===== src/rtl/uc_sequencer_if.sv =====
// Bundle between the microprogram sequencer and its surroundings: control store,
// instruction register, ALU flags, memory handshake and the datapath controls.
interface uc_sequencer_if #(
   parameter int DATAWIDTH_BUS           = 32,
   parameter int DATAWIDTH_MIR_DIRECTION = 6,
   parameter int DATAWIDTH_ALU_SELECTION = 4,
   parameter int DATAWIDTH_CS_ADDRESS    = 11,
   parameter int DATAWIDTH_MICROWORD     = 41
);
   logic [DATAWIDTH_MICROWORD-1:0]     cs_data;
   logic [DATAWIDTH_BUS-1:0]           ir;
   logic                               flag_n;
   logic                               flag_z;
   logic                               flag_v;
   logic                               flag_c;
   logic                               set_code;
   logic                               mem_ready;
   logic [DATAWIDTH_CS_ADDRESS-1:0]    cs_address;
   logic [DATAWIDTH_MIR_DIRECTION-1:0] dir_a;
   logic [DATAWIDTH_MIR_DIRECTION-1:0] dir_b;
   logic [DATAWIDTH_MIR_DIRECTION-1:0] dir_c;
   logic                               select_a;
   logic                               select_b;
   logic                               select_c;
   logic [DATAWIDTH_ALU_SELECTION-1:0] alu_operation;
   logic                               rd;
   logic                               wr;
   logic [3:0]                         psr;
   logic                               error;

   modport master (
      input  cs_data, ir, flag_n, flag_z, flag_v, flag_c, set_code, mem_ready,
      output cs_address, dir_a, dir_b, dir_c, select_a, select_b, select_c,
             alu_operation, rd, wr, psr, error
   );

   modport slave (
      output cs_data, ir, flag_n, flag_z, flag_v, flag_c, set_code, mem_ready,
      input  cs_address, dir_a, dir_b, dir_c, select_a, select_b, select_c,
             alu_operation, rd, wr, psr, error
   );
endinterface


===== src/rtl/uc_sequencer.sv =====
// Microprogram sequencer: fetches microwords into the MIR, drives the datapath from it,
// latches ALU flags into the PSR and computes the next control-store address.
module uc_sequencer #(
   parameter int DATAWIDTH_BUS           = 32,
   parameter int DATAWIDTH_MIR_DIRECTION = 6,
   parameter int DATAWIDTH_ALU_SELECTION = 4,
   parameter int DATAWIDTH_CS_ADDRESS    = 11,
   parameter int DATAWIDTH_MICROWORD     = 41,
   parameter int MEM_TIMEOUT             = 255,
   parameter logic [DATAWIDTH_CS_ADDRESS-1:0] TRAP_ADDRESS = 11'h7F0
) (
   input logic            clk,
   input logic            rst_n,
   uc_sequencer_if.master bus
);
   localparam int JUMP_LSB = 0;
   localparam int COND_LSB = JUMP_LSB + DATAWIDTH_CS_ADDRESS;
   localparam int ALU_LSB  = COND_LSB + 3;
   localparam int WR_BIT   = ALU_LSB + DATAWIDTH_ALU_SELECTION;
   localparam int RD_BIT   = WR_BIT + 1;
   localparam int CMUX_BIT = RD_BIT + 1;
   localparam int C_LSB    = CMUX_BIT + 1;
   localparam int BMUX_BIT = C_LSB + DATAWIDTH_MIR_DIRECTION;
   localparam int B_LSB    = BMUX_BIT + 1;
   localparam int AMUX_BIT = B_LSB + DATAWIDTH_MIR_DIRECTION;
   localparam int A_LSB    = AMUX_BIT + 1;
   localparam int WAIT_W   = $clog2(MEM_TIMEOUT + 1);

   localparam logic [1:0] FETCH    = 2'd0;
   localparam logic [1:0] EXECUTE  = 2'd1;
   localparam logic [1:0] WAIT_MEM = 2'd2;
   localparam logic [1:0] TRAP     = 2'd3;

   logic [1:0]                      state;
   logic [DATAWIDTH_MICROWORD-1:0]  mir;
   logic [DATAWIDTH_CS_ADDRESS-1:0] csai;
   logic [3:0]                      psr_q;
   logic [WAIT_W-1:0]               wait_count;
   logic                            error_q;

   logic                            active;
   logic                            mem_access;
   logic                            commit;
   logic                            branch_taken;
   logic [2:0]                      cond;
   logic [DATAWIDTH_CS_ADDRESS-1:0] jump;
   logic [DATAWIDTH_CS_ADDRESS-1:0] next_csai;

   assign cond       = mir[COND_LSB +: 3];
   assign jump       = mir[JUMP_LSB +: DATAWIDTH_CS_ADDRESS];
   assign active     = (state == EXECUTE) || (state == WAIT_MEM);
   assign mem_access = mir[RD_BIT] | mir[WR_BIT];
   assign commit     = active && (!mem_access || bus.mem_ready);

   // Branches look at the PSR as registered, so a flag update in the same commit
   // only becomes visible to the following microinstruction.
   always_comb begin
      branch_taken = 1'b0;
      case (cond)
         3'b001:  branch_taken = psr_q[3];
         3'b010:  branch_taken = psr_q[2];
         3'b011:  branch_taken = psr_q[1];
         3'b100:  branch_taken = psr_q[0];
         3'b101:  branch_taken = bus.ir[13];
         3'b110:  branch_taken = 1'b1;
         default: branch_taken = 1'b0;
      endcase
      if (cond == 3'b111)
         next_csai = {1'b1, bus.ir[DATAWIDTH_BUS-1 -: 2], bus.ir[24:19], 2'b00};
      else if (branch_taken)
         next_csai = jump;
      else
         next_csai = csai + DATAWIDTH_CS_ADDRESS'(1);
   end

   // The C write is steered to r0 until the microinstruction actually commits.
   assign bus.dir_a         = mir[A_LSB +: DATAWIDTH_MIR_DIRECTION];
   assign bus.select_a      = mir[AMUX_BIT];
   assign bus.dir_b         = mir[B_LSB +: DATAWIDTH_MIR_DIRECTION];
   assign bus.select_b      = mir[BMUX_BIT];
   assign bus.dir_c         = commit ? mir[C_LSB +: DATAWIDTH_MIR_DIRECTION] : '0;
   assign bus.select_c      = commit ? mir[CMUX_BIT] : 1'b0;
   assign bus.alu_operation = mir[ALU_LSB +: DATAWIDTH_ALU_SELECTION];
   assign bus.rd            = active & mir[RD_BIT];
   assign bus.wr            = active & mir[WR_BIT];
   assign bus.cs_address    = csai;
   assign bus.psr           = psr_q;
   assign bus.error         = error_q;

   always_ff @(posedge clk or negedge rst_n) begin
      if (!rst_n) begin
         state      <= FETCH;
         mir        <= '0;
         csai       <= '0;
         psr_q      <= '0;
         wait_count <= '0;
         error_q    <= 1'b0;
      end else begin
         case (state)
            FETCH: begin
               mir   <= bus.cs_data;
               state <= EXECUTE;
            end
            EXECUTE, WAIT_MEM: begin
               if (commit) begin
                  csai       <= next_csai;
                  wait_count <= '0;
                  state      <= FETCH;
                  if (bus.set_code)
                     psr_q <= {bus.flag_n, bus.flag_z, bus.flag_v, bus.flag_c};
               end else if (state == EXECUTE) begin
                  wait_count <= WAIT_W'(1);
                  state      <= WAIT_MEM;
               end else if (wait_count == WAIT_W'(MEM_TIMEOUT)) begin
                  wait_count <= '0;
                  state      <= TRAP;
               end else begin
                  wait_count <= wait_count + WAIT_W'(1);
               end
            end
            TRAP: begin
               error_q <= 1'b1;
               csai    <= TRAP_ADDRESS;
               state   <= FETCH;
            end
            default: state <= FETCH;
         endcase
      end
   end
endmodule


===== src/flat_wrapper.sv =====
// flat-port wrapper written by rule: the top's interface ports become plain ports
module uc_sequencer_flat 
#(
   parameter int DATAWIDTH_BUS           = 32,
   parameter int DATAWIDTH_MIR_DIRECTION = 6,
   parameter int DATAWIDTH_ALU_SELECTION = 4,
   parameter int DATAWIDTH_CS_ADDRESS    = 11,
   parameter int DATAWIDTH_MICROWORD     = 41,
   parameter int MEM_TIMEOUT             = 255,
   parameter logic [DATAWIDTH_CS_ADDRESS-1:0] TRAP_ADDRESS = 11'h7F0
)
  (clk, rst_n, bus_cs_data, bus_ir, bus_flag_n, bus_flag_z, bus_flag_v, bus_flag_c, bus_set_code, bus_mem_ready, bus_cs_address, bus_dir_a, bus_dir_b, bus_dir_c, bus_select_a, bus_select_b, bus_select_c, bus_alu_operation, bus_rd, bus_wr, bus_psr, bus_error);
  uc_sequencer_if #(.DATAWIDTH_BUS(DATAWIDTH_BUS), .DATAWIDTH_MIR_DIRECTION(DATAWIDTH_MIR_DIRECTION), .DATAWIDTH_ALU_SELECTION(DATAWIDTH_ALU_SELECTION), .DATAWIDTH_CS_ADDRESS(DATAWIDTH_CS_ADDRESS), .DATAWIDTH_MICROWORD(DATAWIDTH_MICROWORD)) bus_i ();
  input logic clk;
  input logic rst_n;
  input wire logic [$bits(bus_i.cs_data)-1:0] bus_cs_data;
  input wire logic [$bits(bus_i.ir)-1:0] bus_ir;
  input wire logic [$bits(bus_i.flag_n)-1:0] bus_flag_n;
  input wire logic [$bits(bus_i.flag_z)-1:0] bus_flag_z;
  input wire logic [$bits(bus_i.flag_v)-1:0] bus_flag_v;
  input wire logic [$bits(bus_i.flag_c)-1:0] bus_flag_c;
  input wire logic [$bits(bus_i.set_code)-1:0] bus_set_code;
  input wire logic [$bits(bus_i.mem_ready)-1:0] bus_mem_ready;
  output wire logic [$bits(bus_i.cs_address)-1:0] bus_cs_address;
  output wire logic [$bits(bus_i.dir_a)-1:0] bus_dir_a;
  output wire logic [$bits(bus_i.dir_b)-1:0] bus_dir_b;
  output wire logic [$bits(bus_i.dir_c)-1:0] bus_dir_c;
  output wire logic [$bits(bus_i.select_a)-1:0] bus_select_a;
  output wire logic [$bits(bus_i.select_b)-1:0] bus_select_b;
  output wire logic [$bits(bus_i.select_c)-1:0] bus_select_c;
  output wire logic [$bits(bus_i.alu_operation)-1:0] bus_alu_operation;
  output wire logic [$bits(bus_i.rd)-1:0] bus_rd;
  output wire logic [$bits(bus_i.wr)-1:0] bus_wr;
  output wire logic [$bits(bus_i.psr)-1:0] bus_psr;
  output wire logic [$bits(bus_i.error)-1:0] bus_error;
  assign bus_i.cs_data = bus_cs_data;
  assign bus_i.ir = bus_ir;
  assign bus_i.flag_n = bus_flag_n;
  assign bus_i.flag_z = bus_flag_z;
  assign bus_i.flag_v = bus_flag_v;
  assign bus_i.flag_c = bus_flag_c;
  assign bus_i.set_code = bus_set_code;
  assign bus_i.mem_ready = bus_mem_ready;
  assign bus_cs_address = bus_i.cs_address;
  assign bus_dir_a = bus_i.dir_a;
  assign bus_dir_b = bus_i.dir_b;
  assign bus_dir_c = bus_i.dir_c;
  assign bus_select_a = bus_i.select_a;
  assign bus_select_b = bus_i.select_b;
  assign bus_select_c = bus_i.select_c;
  assign bus_alu_operation = bus_i.alu_operation;
  assign bus_rd = bus_i.rd;
  assign bus_wr = bus_i.wr;
  assign bus_psr = bus_i.psr;
  assign bus_error = bus_i.error;
  uc_sequencer #(.DATAWIDTH_BUS(DATAWIDTH_BUS), .DATAWIDTH_MIR_DIRECTION(DATAWIDTH_MIR_DIRECTION), .DATAWIDTH_ALU_SELECTION(DATAWIDTH_ALU_SELECTION), .DATAWIDTH_CS_ADDRESS(DATAWIDTH_CS_ADDRESS), .DATAWIDTH_MICROWORD(DATAWIDTH_MICROWORD), .MEM_TIMEOUT(MEM_TIMEOUT), .TRAP_ADDRESS(TRAP_ADDRESS)) u_core (.clk(clk), .rst_n(rst_n), .bus(bus_i));
endmodule

===== config.mk =====
export PLATFORM = sky130hd
export DESIGN_NAME = uc_sequencer_flat
export DESIGN_NICKNAME = d
export VERILOG_FILES = /design/src/rtl/uc_sequencer_if.sv /design/src/rtl/uc_sequencer.sv /design/src/flat_wrapper.sv
export SDC_FILE = /design/constraint.sdc
export NUM_CORES = 1
export LEC_CHECK = 0
export ABC_AREA = 1
export CORE_ASPECT_RATIO = 1.75
export CORE_UTILIZATION = 43
export DETAILED_ROUTE_END_ITERATION = 12
export GPL_ROUTABILITY_DRIVEN = 1
export PLACE_DENSITY = 0.89
export SYNTH_ARGS = -nofsm -noshare
export SYNTH_HDL_FRONTEND = slang
export SYNTH_SLANG_ARGS = --single-unit

===== constraint.sdc =====
create_clock -name clk -period 1.7 [get_ports clk]
set_input_delay 0.34 -clock clk [delete_from_list [all_inputs] [get_ports clk]]
set_output_delay 0.34 -clock clk [all_outputs]
set_load 0.02 [all_outputs]

**Run 1: the clock network**

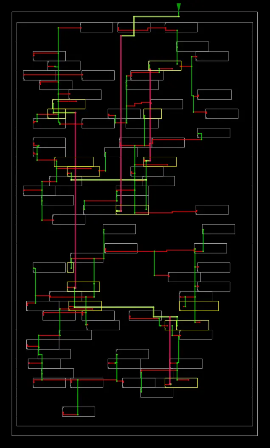
clk ins delay skew pair: 0.33 ns
Worst Clk Skew: 0.00656 ns
CTS Buf Count: 9
CTS sink cnt: 67

**Run 1: where the registers sit**

The bar under the picture is 20 um long. Other sequential cells in the stronger grey, the rest of the logic in the fainter grey.
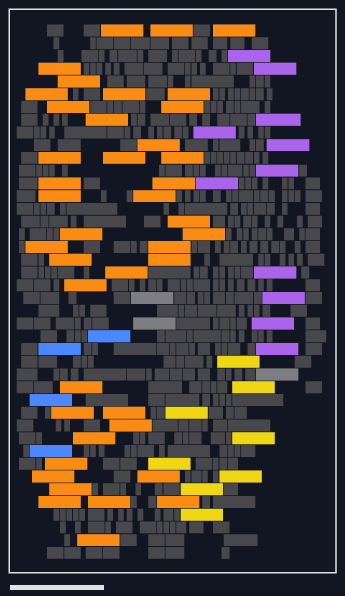
Blue is u_core.bus.psr, sequential cells 4. Purple is u_core.bus.cs_address, sequential cells 11. Yellow is u_core.wait_count, sequential cells 8. Orange is u_core.mir, sequential cells 41.

**Run 1: wires at chosen ports, followed through buffers**

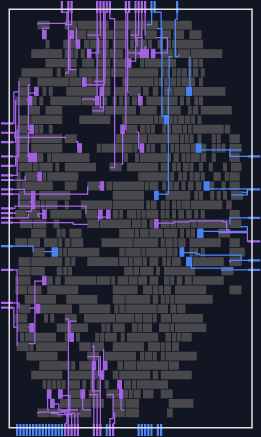
Blue is bus_ir, direction input, edge 23 bottom, 5 right, 3 top, 1 left, end cells 9, buffers 9, wire 242 um. Purple is bus_cs_data, direction input, edge 16 left, 14 top, 10 bottom, 1 right, end cells 41, buffers 41, wire 889 um.
I/O pins: 124
port bufs: 100

run 1: power groups by stage:
stage / clock network [W] / logic (W) / registers [W]
after floorplan: 0 / 0.00333 / 0.00297
after global placement: 0 / 0.00515 / 0.00281
after detailed placement: 0 / 0.00531 / 0.00285
after CTS: 0.00206 / 0.00553 / 0.00283
after global routing: 0.00213 / 0.00658 / 0.00294
final: 0.00204 / 0.00598 / 0.00285
run 1: per-layer routing:
layer  track usage (%)  up-vias  part of all wire (%)
li1                  -     1555                     -
met1              23.4     1462                    37
met2              39.7      106                    54
met3              3.78       27                   4.6
met4              13.3        0                   3.8
met5                 0        -                     0
run 1: per-stage QoR:
step,util (%),hold WS (ns),TNS [ns]
final,66.3,0.0129,-0.408
after detailed placement,59.2,0.386,-4.85
after CTS,64.3,0.0379,-0.461
after floorplan,-,0.0444,0
after global placement,59.2,0.381,-3.95
after global routing,66.3,0.0452,-1.03
run 1: cell type report:
type                    instances  share of cell area [%]
clock buffers                  11                    5.00
repair buffers                123                    23.9
inverters                      51                    3.94
clock inverters                 4                    1.46
multi-input cells             291                    30.3
flip-flops and latches         67                    33.2
well taps                      88                    2.18
run 1: worst max-delay path, cell delays in order, from the launching register on:
cell and delay [ns]:
dfrtp_1 0.38, inv_2 0.06, ha_4 0.30, nand2_8 0.11
nor2_4 0.11, buf_6 0.12
run 1: repair_timing:
action / in CTS / in global routing
gates resized: 74 / 33
pin swaps: 3 / 12
setup endpoints to repair: 34 / 37
endpoints found under the hold margin: 0 / 0
cloned: 0 / 0
buffers inserted: 1 / 5
run 1: cell usage in the layout (no fill, tap or decap), types with 3 or more instances in the layout:
cell	instances
inv_1	42
nand3_2	5
dlymetal6s2s_1	3
clkbuf_16	9
a21oi_1	11
dfrtp_1	66
clkdlybuf4s50_1	78
nor2_1	24
mux2_2	4
buf_4	18
xor2_1	4
nand2_8	4
o21ai_0	26
ha_1	3
nor2_4	9
nand3_1	23
inv_2	8
dlygate4sd2_1	9
o22ai_1	3
nand2_1	154
buf_6	12
run 1: sequential cells by signal, indices dropped and copies added (netlist names):
| signal | count |
|---|---|
| u_core.bus.cs_address | 11 |
| u_core.bus.error | 1 |
| u_core.bus.psr | 4 |
| u_core.state | 2 |
| u_core.wait_count | 8 |
| u_core.mir | 41 |
run 1: final timing paths:
check / cells past startpoint / startpoint / slack (ns) / to
worst max-delay path: 5 / u_core.state[1] / -0.06 / bus_dir_c[2]
worst min-delay path: 2 / rst_n / 0.01 / u_core.bus.cs_address[7]
worst max register to register: 10 / u_core.state[1] / 0.04 / u_core.state[1]
worst min register to register: 2 / u_core.mir[39] / 0.47 / u_core.mir[39]
max in group asynchronous: 2 / rst_n / 1.37 / u_core.bus.cs_address[0]
min in group clk: 2 / u_core.mir[39] / 0.47 / u_core.mir[39]
run 1: kinds of logic (layout without fill, tap and decap cells):
group	after synthesis	count (layout)
and+or+nand+nor	228	228
buffers and inverters	79	189
DFF	67	67
AOI/OAI and AO/OA	48	48
xor gates and xnor gates	6	6
adders and majority gates	5	5
muxes	4	4
==> flow_metrics.py, run 1 <==
# Synthesis and PnR figures
metrics = {
    "synth": {
        "xor_area_share_pct": 1.54,
        "synthDistinctLibCells": 32,
        "yosys_area_um2": 3420,
        "synth-simple-area-share_pct": 27.6,
        "ys_sh_aoi_pct": 7.79,
        "ys_warn_count": 0,
        "yosysMostFrequentCell": "nand2_1",
        "synth_nets": 523,
        "top_cell_area_share_pct": 49.0,
        "avgSynthCellArea_um2": 7.83,
        "async_flop_share_pct": 100,
        "flop_cell": "dfrtp_1",
        "ys_sh_adder_pct": 1.83,
        "postSynthCellCount": 437,
        "synth-seq-area-share_pct": 49.0,
        "mux_share_pct": 1.32,
        "ys_ff": 67,
        "top_logic_kind": "simple AND/OR/NAND/NOR gates",
        "synthTopCellsByArea": "dfrtp_1 49%, nand2_1 17%, inv_1 5.3%, o21ai_0 4.1%, nand3_1 3.7%",
        "yosys.area.top_type": "dfrtp_1",
        "ys_cells": 437,
        "yosys-top-cells-count": "157 x nand2_1, 67 x dfrtp_1, 48 x inv_1",
        "synthesis.area_um2": 3420,
        "synth-edff-count": 0,
    },
    "global_route": {
        "grt_pass1_wl_um": 14400,
        "track_usage_pct": 22.0,
        "antenna_found_initial": 0,
        "grt_overflow": 0,
        "grt_max_degree": 68,
        "first_global_vias": 3191,
    },
    "final_timing": {
        "worst_pin_slew_ns": 0.405,
        "finalCriticalPeriod_ns": 1.76,
        "final_max_slew_viol_count": 0,
        "finalSetupViolCount": 9,
        "layout_setup_ws_ns": -0.0618,
        "period_used_pct": 104,
        "relSlewSlack_pct": 72.8,
        "max_freq_ghz": 0.568,
        "rsz0062_at_grt": "true",
        "hold_viol_final": 0,
    },
    "layout": {
        "fin_cells": 635,
        "area_growth_pct": 47.7,
        "fin_nets": 629,
        "logic_area_um2": 1530,
        "n_fill_cell": 580,
        "diodes": 0,
        "drive_above_1_share_pct": 16.6,
        "final_cell_area_um2": 5050,
        "regArea_um2": 1680,
    },
    "die": {
        "rows": 42,
        "fp_util_pct": 44.9,
        "die_area_um2": 8330,
        "die_w_um": 69.4,
        "die_y_um": 120,
        "core_area_um2": 7620,
    },
    "critical_path": {
        "startpoint_type": "register",
        "cp-end-kind": "primary output",
        "arrival_ns": 1.42,
        "worstSetupPathType": "reg -> out",
        "crit_required_ns": 1.36,
        "critical_path.max_fanout": 7,
    },
    "clocking": {
        "clockBufferDepth": 2,
        "h-tree-depth": 3,
        "cts_hold_buf": 0,
        "clk_pin_slew_ns": 0.06,
        "cts_tree": "built",
        "cts-root-buf": "clkbuf_16",
    },
    "flow_run": {
        "cap_violations": 0,
        "warnings": 53,
    },
    "power_and_ir_drop": {
        "p_leak_nw": 2.48,
        "p_int_w": 0.00622,
        "combPwrFrac_pct": 55.0,
        "p_clk_share_pct": 18.8,
        "seqPwrFrac_pct": 26.3,
        "peakVddDrop_uv": 1360,
        "swShare_pct": 42.8,
        "p_per_area_nw_per_um2": 2150,
        "power_w": 0.0109,
        "switching_power_w": 0.00465,
    },
    "route": {
        "drc": 0,
        "drt_wl_total_um": 8890,
        "ant_nets": 0,
        "post_drt_wl_per_cell_um": 14.0,
        "firstDrtPassIters": 4,
        "avgViaCountPerCell": 4.96,
        "drt_iter0_drc": 226,
        "vias": 3150,
    },
    "worst_hold_path": {
        "holdCritPathClass": "in -> async",
    },
    "outcome": {
        "violations": "setup timing",
        "status": "finished, violations left",
    },
    "place": {
        "dp_cells": 614,
        "dp_hpwl_um": 6150,
        "placed_area_um2": 4510,
        "place.gp.congestion": 0.853,
        "pre_cts_slack_ns": -0.542,
    },
}
==> run 2: changes to the inputs <==
- CORE_ASPECT_RATIO: 1.75 -> default
**Run 2: the clock network**

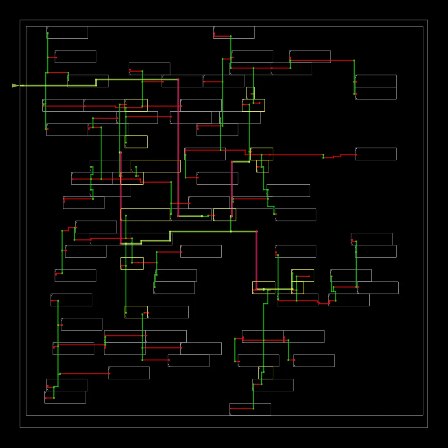
Clk. pwr: 0.00148 W
Worst Clk Skew: 0.00847 ns
flip-flops: 67
clk ins delay skew pair: 0.34 ns

==> run 2 against run 1 <==
Against the previous run:
- the flow still finishes with violations (setup timing)
- via count barely moved
- final cell count up 2.5%
- critical path type unchanged
- critical endpoint is now bus_dir_c[4]
- utilization fell by 2.0 points
- maximum frequency shrank 0.57%
- register-to-register slack worse by 0.04 ns
- clock skew is 0.0019 ns higher
- worst hold slack about the same
- highest routed layer unchanged
- synthesized cell count unchanged
==> flow_metrics.py, run 2 <==
# Synthesis and PnR figures
metrics = {
    "route": {
        "ant_nets": 0,
        "post_drt_wl_per_cell_um": 13.4,
        "avgViaCountPerCell": 4.84,
        "drt_wl_total_um": 8720,
        "firstDrtPassIters": 4,
        "drc": 0,
        "vias": 3148,
        "drt_iter0_drc": 194,
    },
    "final_timing": {
        "setup_tns_ns": -0.516,
        "finalCriticalPeriod_ns": 1.77,
        "worst_pin_slew_ns": 0.518,
        "hold_viol_final": 0,
        "relSlewSlack_pct": 65.5,
        "final_max_slew_viol_count": 0,
        "period_used_pct": 104,
        "layout_setup_ws_ns": -0.0719,
        "max_freq_ghz": 0.564,
        "rsz0062_at_grt": "true",
        "finalSetupViolCount": 10,
    },
    "power_and_ir_drop": {
        "switching_power_w": 0.00466,
        "p_int_w": 0.00572,
        "peakVddDrop_uv": 1020,
        "combPwrFrac_pct": 58.3,
        "swShare_pct": 44.9,
        "p_leak_nw": 2.47,
        "p_clk_share_pct": 14.3,
        "seqPwrFrac_pct": 27.4,
        "p_per_area_nw_per_um2": 2090,
        "power_w": 0.0104,
    },
    "synth": {
        "yosys.area.top_type": "dfrtp_1",
        "synth_nets": 523,
        "yosysMostFrequentCell": "nand2_1",
        "ys_cells": 437,
        "synthesis.area_um2": 3420,
        "synth-edff-count": 0,
        "ys_warn_count": 0,
        "flop_cell": "dfrtp_1",
        "yosys-top-cells-count": "157 x nand2_1, 67 x dfrtp_1, 48 x inv_1",
        "top_cell_area_share_pct": 49.0,
        "ys_ff": 67,
        "synthDistinctLibCells": 32,
        "async_flop_share_pct": 100,
        "postSynthCellCount": 437,
        "avgSynthCellArea_um2": 7.83,
        "synth-seq-area-share_pct": 49.0,
        "synthTopCellsByArea": "dfrtp_1 49%, nand2_1 17%, inv_1 5.3%, o21ai_0 4.1%, nand3_1 3.7%",
        "yosys_area_um2": 3420,
    },
    "clocking": {
        "cts-root-buf": "clkbuf_8",
        "clk_pin_slew_ns": 0.07,
        "h-tree-depth": 3,
        "cts_tree": "built",
        "cts_num_sinks": 67,
        "cts_made_buffers": 9,
        "clockBufferDepth": 2,
    },
    "critical_path": {
        "arrival_ns": 1.43,
        "cp-end-kind": "primary output",
        "ff2ff_path_depth": 12,
        "cp-endpoint": "bus_dir_c[4]",
        "worstSetupPathType": "reg -> out",
        "timing.rr.start": "u_core.state[0]",
        "rrSetupSlack_ns": 0,
        "startpoint_type": "register",
        "reg2reg_to": "u_core.bus.cs_address[10]",
        "critical_path.max_fanout": 7,
        "crit_required_ns": 1.36,
        "critPathLaunch": "u_core.state[0]",
    },
    "die": {
        "die_area_um2": 8310,
        "die_w_um": 91.2,
        "fp_util_pct": 44.3,
        "core_area_um2": 7730,
        "rows": 32,
        "pin_count": 124,
        "die_y_um": 91.2,
    },
    "global_route": {
        "antenna_found_initial": 0,
        "grt_overflow": 0,
        "grt_pass1_wl_um": 13800,
        "grt_max_degree": 68,
        "first_global_vias": 2994,
        "track_usage_pct": 21.0,
    },
    "layout": {
        "fin_nets": 630,
        "diodes": 0,
        "largest_reg_flops": 41,
        "drive_above_1_share_pct": 17.3,
        "largest_register": "u_core.mir",
        "most-common-layout-cells": "153 x nand2_1, 74 x clkdlybuf4s50_1, 66 x dfrtp_1",
        "final_layout_top_logic_cell": "nand2_1",
        "area_growth_pct": 45.3,
    },
    "flow_run": {
        "warnings": 53,
        "cap_violations": 0,
    },
    "worst_hold_path": {
        "holdCritPathClass": "in -> async",
    },
    "place": {
        "portBuffers": 100,
        "dp_hpwl_um": 5870,
        "place.gp.congestion": 0.856,
    },
    "outcome": {
        "status": "finished, violations left",
        "violations": "setup timing",
    },
}
**Run 2: where the registers sit**

The bar under the picture is 20 um long. Other sequential cells in the stronger grey, the rest of the logic in the fainter grey.
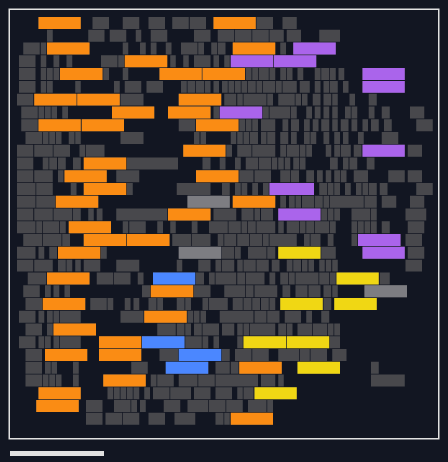
Purple is u_core.bus.cs_address, sequential cells 11. Blue is u_core.bus.psr, sequential cells 4, where bottom centre. Yellow is u_core.wait_count, sequential cells 8. Orange is u_core.mir, sequential cells 41.
Another 3 sequential cells are not coloured.

## run 2: cell counts after synthesis
Identical to the previous run, type by type.
## run 2: routing by layer
layer / up-vias / part of all wire [%] / GRT usage (%) / wire length, um
met3: 18 / 6.0 / 4.77 / 524
li1: 1552 / - / - / -
met1: 1466 / 41 / 25.2 / 3570
met5: - / 0 / 0 / 0
met2: 112 / 51 / 36.1 / 4420
met4: 0 / 2.2 / 9.13 / 192
## run 2: worst min-delay path by stage
stage / endpoint / slack, ns / cells after the start
floorplan: u_core.bus.cs_address[0] / 0.04 / 0
global placement: u_core.wait_count[3] / 0.38 / 2
detailed placement: u_core.bus.error / 0.39 / 2
CTS: u_core.bus.cs_address[7] / 0.02 / 2
global route: u_core.bus.psr[2] / 0.04 / 2
finish: u_core.wait_count[3] / 0.01 / 2
## run 2: cell families (layout without fill, tap and decap cells)
group | after synthesis | after routing | synth area share, %
mux | 4 | 4 | 1.32
simple gates | 228 | 228 | 27.6
xor+xnor | 6 | 6 | 1.54
flops | 67 | 67 | 49.0
buf+inv | 79 | 191 | 10.9
fa+ha+maj | 5 | 5 | 1.83
compound gates | 48 | 48 | 7.79
## run 2: area by class of cell
class	instances	area, um^2
Clock buffer	10	138
Clock inverter	6	88.8
Fill cell	620	2760
Inverter	51	196
Multi-Input combinational cell	291	1510
Sequential cell	67	1680
Tap cell	102	128
Timing Repair Buffer	124	1220
## run 2: power by group through the flow
stage / Clock [W] / Combinational (W) / Sequential [W]
2_1_floorplan: 0 / 0.00333 / 0.00297
6_report: 0.00148 / 0.00606 / 0.00285
3_5_place_dp: 0 / 0.00535 / 0.00285
5_1_grt: 0.00158 / 0.00662 / 0.00294
3_3_place_gp: 0 / 0.00516 / 0.00282
4_1_cts: 0.00151 / 0.00554 / 0.00283
## run 2: metrics by stage
stage          utilization (%)  hold slack [ns]  cell area [um^2]  cells  worst slack (ns)
2_1_floorplan                -           0.0444              3450    437            0.0534
3_3_place_gp              58.6            0.384              4530    628            -0.480
3_5_place_dp              58.6            0.389              4530    628            -0.491
4_1_cts                   62.0           0.0197              4790    646           -0.0565
5_1_grt                   64.3           0.0449              4970    651            -0.119
6_report                  64.3           0.0126              4970    651           -0.0719
## run 2: worst max-delay path, cell delays in order (launching register included)
cell and delay (ns):
dfrtp_1 0.37, inv_2 0.07, ha_4 0.31, nand2_8 0.11, nor2_4 0.12, buf_6 0.12
## run 2: timing repair
action | in CTS | in global routing
endpoints found under the setup margin | 36 | 31
hold buffers | 0 | 0
resized | 70 | 40
setup buffers | 2 | 5
pin swaps | 4 | 12
==> run 3: changes to the inputs <==
- CORE_UTILIZATION: 43 -> 45
- PLACE_DENSITY: 0.89 -> 0.92
**Run 3: wiring by layer**

The bar under the picture is 20 um long.
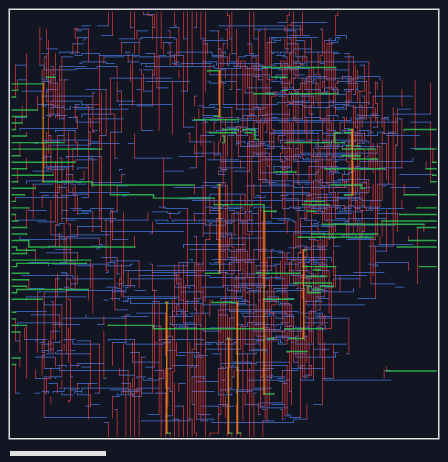
Blue is M1, wire length 3,550 um. Orange is M4, wire length 192 um. Green is M3, wire length 652 um. Red is M2, wire length 4,720 um.
GRT Total Usage: 23.1%
final wirelength: 9120 um
Via Count: 3,264
WL/cell: 13.9 um

==> run 3 against run 2 <==
Against the previous run:
- the run ends with hold timing, setup timing left
- total power rose by 1.7%
- critical path type unchanged
- maximum frequency up 0.24%
- via count up 3.7%
- largest power group unchanged
- combinational power grew 2%
- final area rose by 1.6%
- sequential share of layout area shrank 0.54 points
- worst hold slack worse by 0.019 ns
- final cell count rose by 0.61%
==> flow_metrics.py, run 3 <==
# Synthesis and PnR figures
metrics = {
    "clocking": {
        "clockBufferDepth": 2,
        "cts-root-buf": "clkbuf_8",
        "clock_latency_ns": 0.35,
        "cts_tree": "built",
        "cts_num_sinks": 67,
        "cts_hold_buf": 0,
        "h-tree-depth": 3,
        "cts_made_buffers": 9,
        "clk_pin_slew_ns": 0.08,
    },
    "route": {
        "ant_nets": 0,
        "drc": 0,
        "drt_iter0_drc": 238,
        "firstDrtPassIters": 6,
        "avgViaCountPerCell": 4.98,
    },
    "outcome": {
        "violations": "hold timing, setup timing",
        "status": "finished, violations left",
    },
    "final_timing": {
        "layout_setup_ws_ns": -0.0676,
        "period_used_pct": 104,
        "relSlewSlack_pct": 75.5,
        "worst_pin_slew_ns": 0.368,
        "rsz0062_at_grt": "true",
        "hold_viol_final": 4,
        "hold_ws_ns": -0.00599,
        "final_max_slew_viol_count": 0,
        "finalClockSkew_ns": 0.0112,
        "finalCriticalPeriod_ns": 1.77,
        "max_freq_ghz": 0.566,
        "finalSetupViolCount": 10,
    },
    "global_route": {
        "grt_overflow": 0,
        "grt_pass1_wl_um": 13900,
        "antenna_found_initial": 0,
        "first_global_vias": 3068,
        "grt_max_degree": 68,
    },
    "power_and_ir_drop": {
        "combPwrFrac_pct": 58.8,
        "p_per_area_nw_per_um2": 2090,
        "p_clk_share_pct": 14.3,
        "p_int_w": 0.00580,
        "peakVddDrop_uv": 1050,
        "power_w": 0.0106,
        "switching_power_w": 0.00476,
        "seqPwrFrac_pct": 27.0,
        "p_leak_nw": 2.56,
        "swShare_pct": 45.1,
    },
    "synth": {
        "yosys-top-cells-count": "157 x nand2_1, 67 x dfrtp_1, 48 x inv_1",
        "synthTopCellsByArea": "dfrtp_1 49%, nand2_1 17%, inv_1 5.3%, o21ai_0 4.1%, nand3_1 3.7%",
        "synthDistinctLibCells": 32,
        "yosys_area_um2": 3420,
        "postSynthCellCount": 437,
        "ys_ff": 67,
        "top_cell_area_share_pct": 49.0,
        "synth_nets": 523,
        "ys_warn_count": 0,
        "ys_cells": 437,
        "synth-edff-count": 0,
        "synthesis.area_um2": 3420,
        "async_flop_share_pct": 100,
        "avgSynthCellArea_um2": 7.83,
        "synth-seq-area-share_pct": 49.0,
        "yosys.area.top_type": "dfrtp_1",
        "yosysMostFrequentCell": "nand2_1",
        "flop_cell": "dfrtp_1",
    },
    "critical_path": {
        "ff2ff_path_depth": 10,
        "cp-end-kind": "primary output",
        "crit_required_ns": 1.36,
        "timing.rr.start": "u_core.state[1]",
        "critical_path.max_fanout": 7,
        "critPathLaunch": "u_core.state[1]",
        "arrival_ns": 1.43,
        "startpoint_type": "register",
        "worstSetupPathType": "reg -> out",
    },
    "place": {
        "portBuffers": 100,
        "dp_hpwl_um": 6100,
        "place.gp.congestion": 0.884,
    },
    "die": {
        "rows": 31,
        "die_y_um": 89.2,
        "fp_util_pct": 46.9,
        "die_area_um2": 7950,
        "die_w_um": 89.2,
        "pin_count": 124,
        "core_area_um2": 7290,
    },
    "layout": {
        "most-common-layout-cells": "154 x nand2_1, 68 x clkdlybuf4s50_1, 66 x dfrtp_1",
        "fin_nets": 637,
        "largest_register": "u_core.mir",
        "drive_above_1_share_pct": 18.2,
        "largest_reg_flops": 41,
        "diodes": 0,
        "n_fill_cell": 556,
        "area_growth_pct": 47.6,
        "final_layout_top_logic_cell": "nand2_1",
    },
    "flow_run": {
        "cap_violations": 0,
        "warnings": 53,
    },
    "worst_hold_path": {
        "holdCritPathClass": "in -> async",
    },
}
**Run 3: where the registers sit**

The bar under the picture is 20 um long. Other sequential cells in the stronger grey, the rest of the logic in the fainter grey.
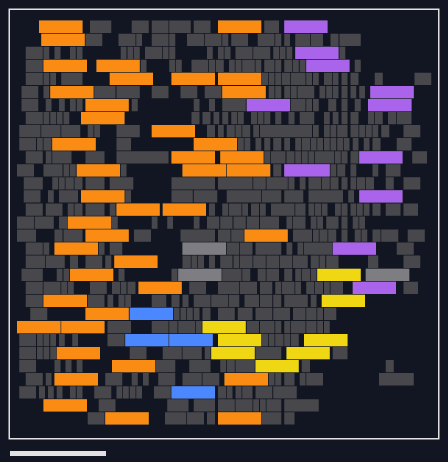
Orange is u_core.mir, sequential cells 41. Purple is u_core.bus.cs_address, sequential cells 11. Blue is u_core.bus.psr, sequential cells 4. Yellow is u_core.wait_count, sequential cells 8.
sequential share of cell area: 33.2%
Core Util, Final: 69.2%
register area: 1680 um^2

-- run 3: cell counts after synthesis --
Identical to the previous run, type by type.
-- run 3: critical path, cell delays in order (launching register included) --
cell and delay [ns]:
dfrtp_1 0.38, inv_2 0.06, ha_4 0.30, nand2_8 0.11
nor2_4 0.11, buf_6 0.12
-- run 3: path summary, 6_finish.rpt --
kind	slack (ns)	to
setup / recovery	-0.07	bus_dir_c[0]
hold / removal	-0.006	u_core.wait_count[5]
setup reg to reg	0	u_core.wait_count[1]
hold reg to reg	0.47	u_core.bus.error
max in group asynchronous	1.38	u_core.bus.cs_address[0]
min in group clk	0.47	u_core.bus.error
-- run 3: routing by layer --
layer	GRT usage, %	share of wire (%)
met5	0	0
met4	9.67	2.1
met3	6.00	7.1
met2	39.6	52
met1	27.7	39
-- run 3: what timing repair did --
| action | in CTS | in global routing |
|---|---|---|
| setup endpoints to repair | 35 | 36 |
| gates resized | 86 | 31 |
| buffers inserted | 4 | 11 |
| pin swaps | 6 | 8 |
-- run 3: kinds of logic (layout without fill, tap and decap cells) --
logic type	count (synthesis)	in the layout	share of synthesized area, %
adder cells (fa/ha/maj)	5	5	1.83
AND-OR/OR-AND	48	48	7.79
buffers and inverters	79	198	10.9
multiplexers	4	4	1.32
AND/OR/NAND/NOR	228	228	27.6
flip-flops	67	67	49.0
XOR/XNOR	6	6	1.54
-- run 3: power by group through the flow --
stage,Clock (W),Sequential (W),Combinational (W)
floorplan,0,0.00297,0.00333
global placement,0,0.00281,0.00519
detailed placement,0,0.00286,0.00539
CTS,0.00152,0.00284,0.00577
global route,0.00160,0.00293,0.00675
finish,0.00151,0.00285,0.00620
-- run 3: stage by stage --
step	cell area [um^2]	instances	setup TNS [ns]	setup WS (ns)
final	5050	655	-0.547	-0.0676
after global routing	5050	655	-1.20	-0.113
after CTS	4860	644	-0.361	-0.0809
after detailed placement	4530	624	-4.77	-0.527
after global placement	4530	624	-3.88	-0.482
after floorplan	3450	437	0	0.0534
-- run 3: cell type report --
type | instances | area (um^2) | area share, %
tap | 99 | 124 | 2.45
inverter | 51 | 199 | 3.94
multi-input combinational | 291 | 1520 | 30.2
clock inverter | 7 | 101 | 2.01
clock buffer | 9 | 124 | 2.45
sequential | 67 | 1680 | 33.2
timing repair buffer | 131 | 1300 | 25.7
No activity file was given, so power comes from the tool's default toggle rates.
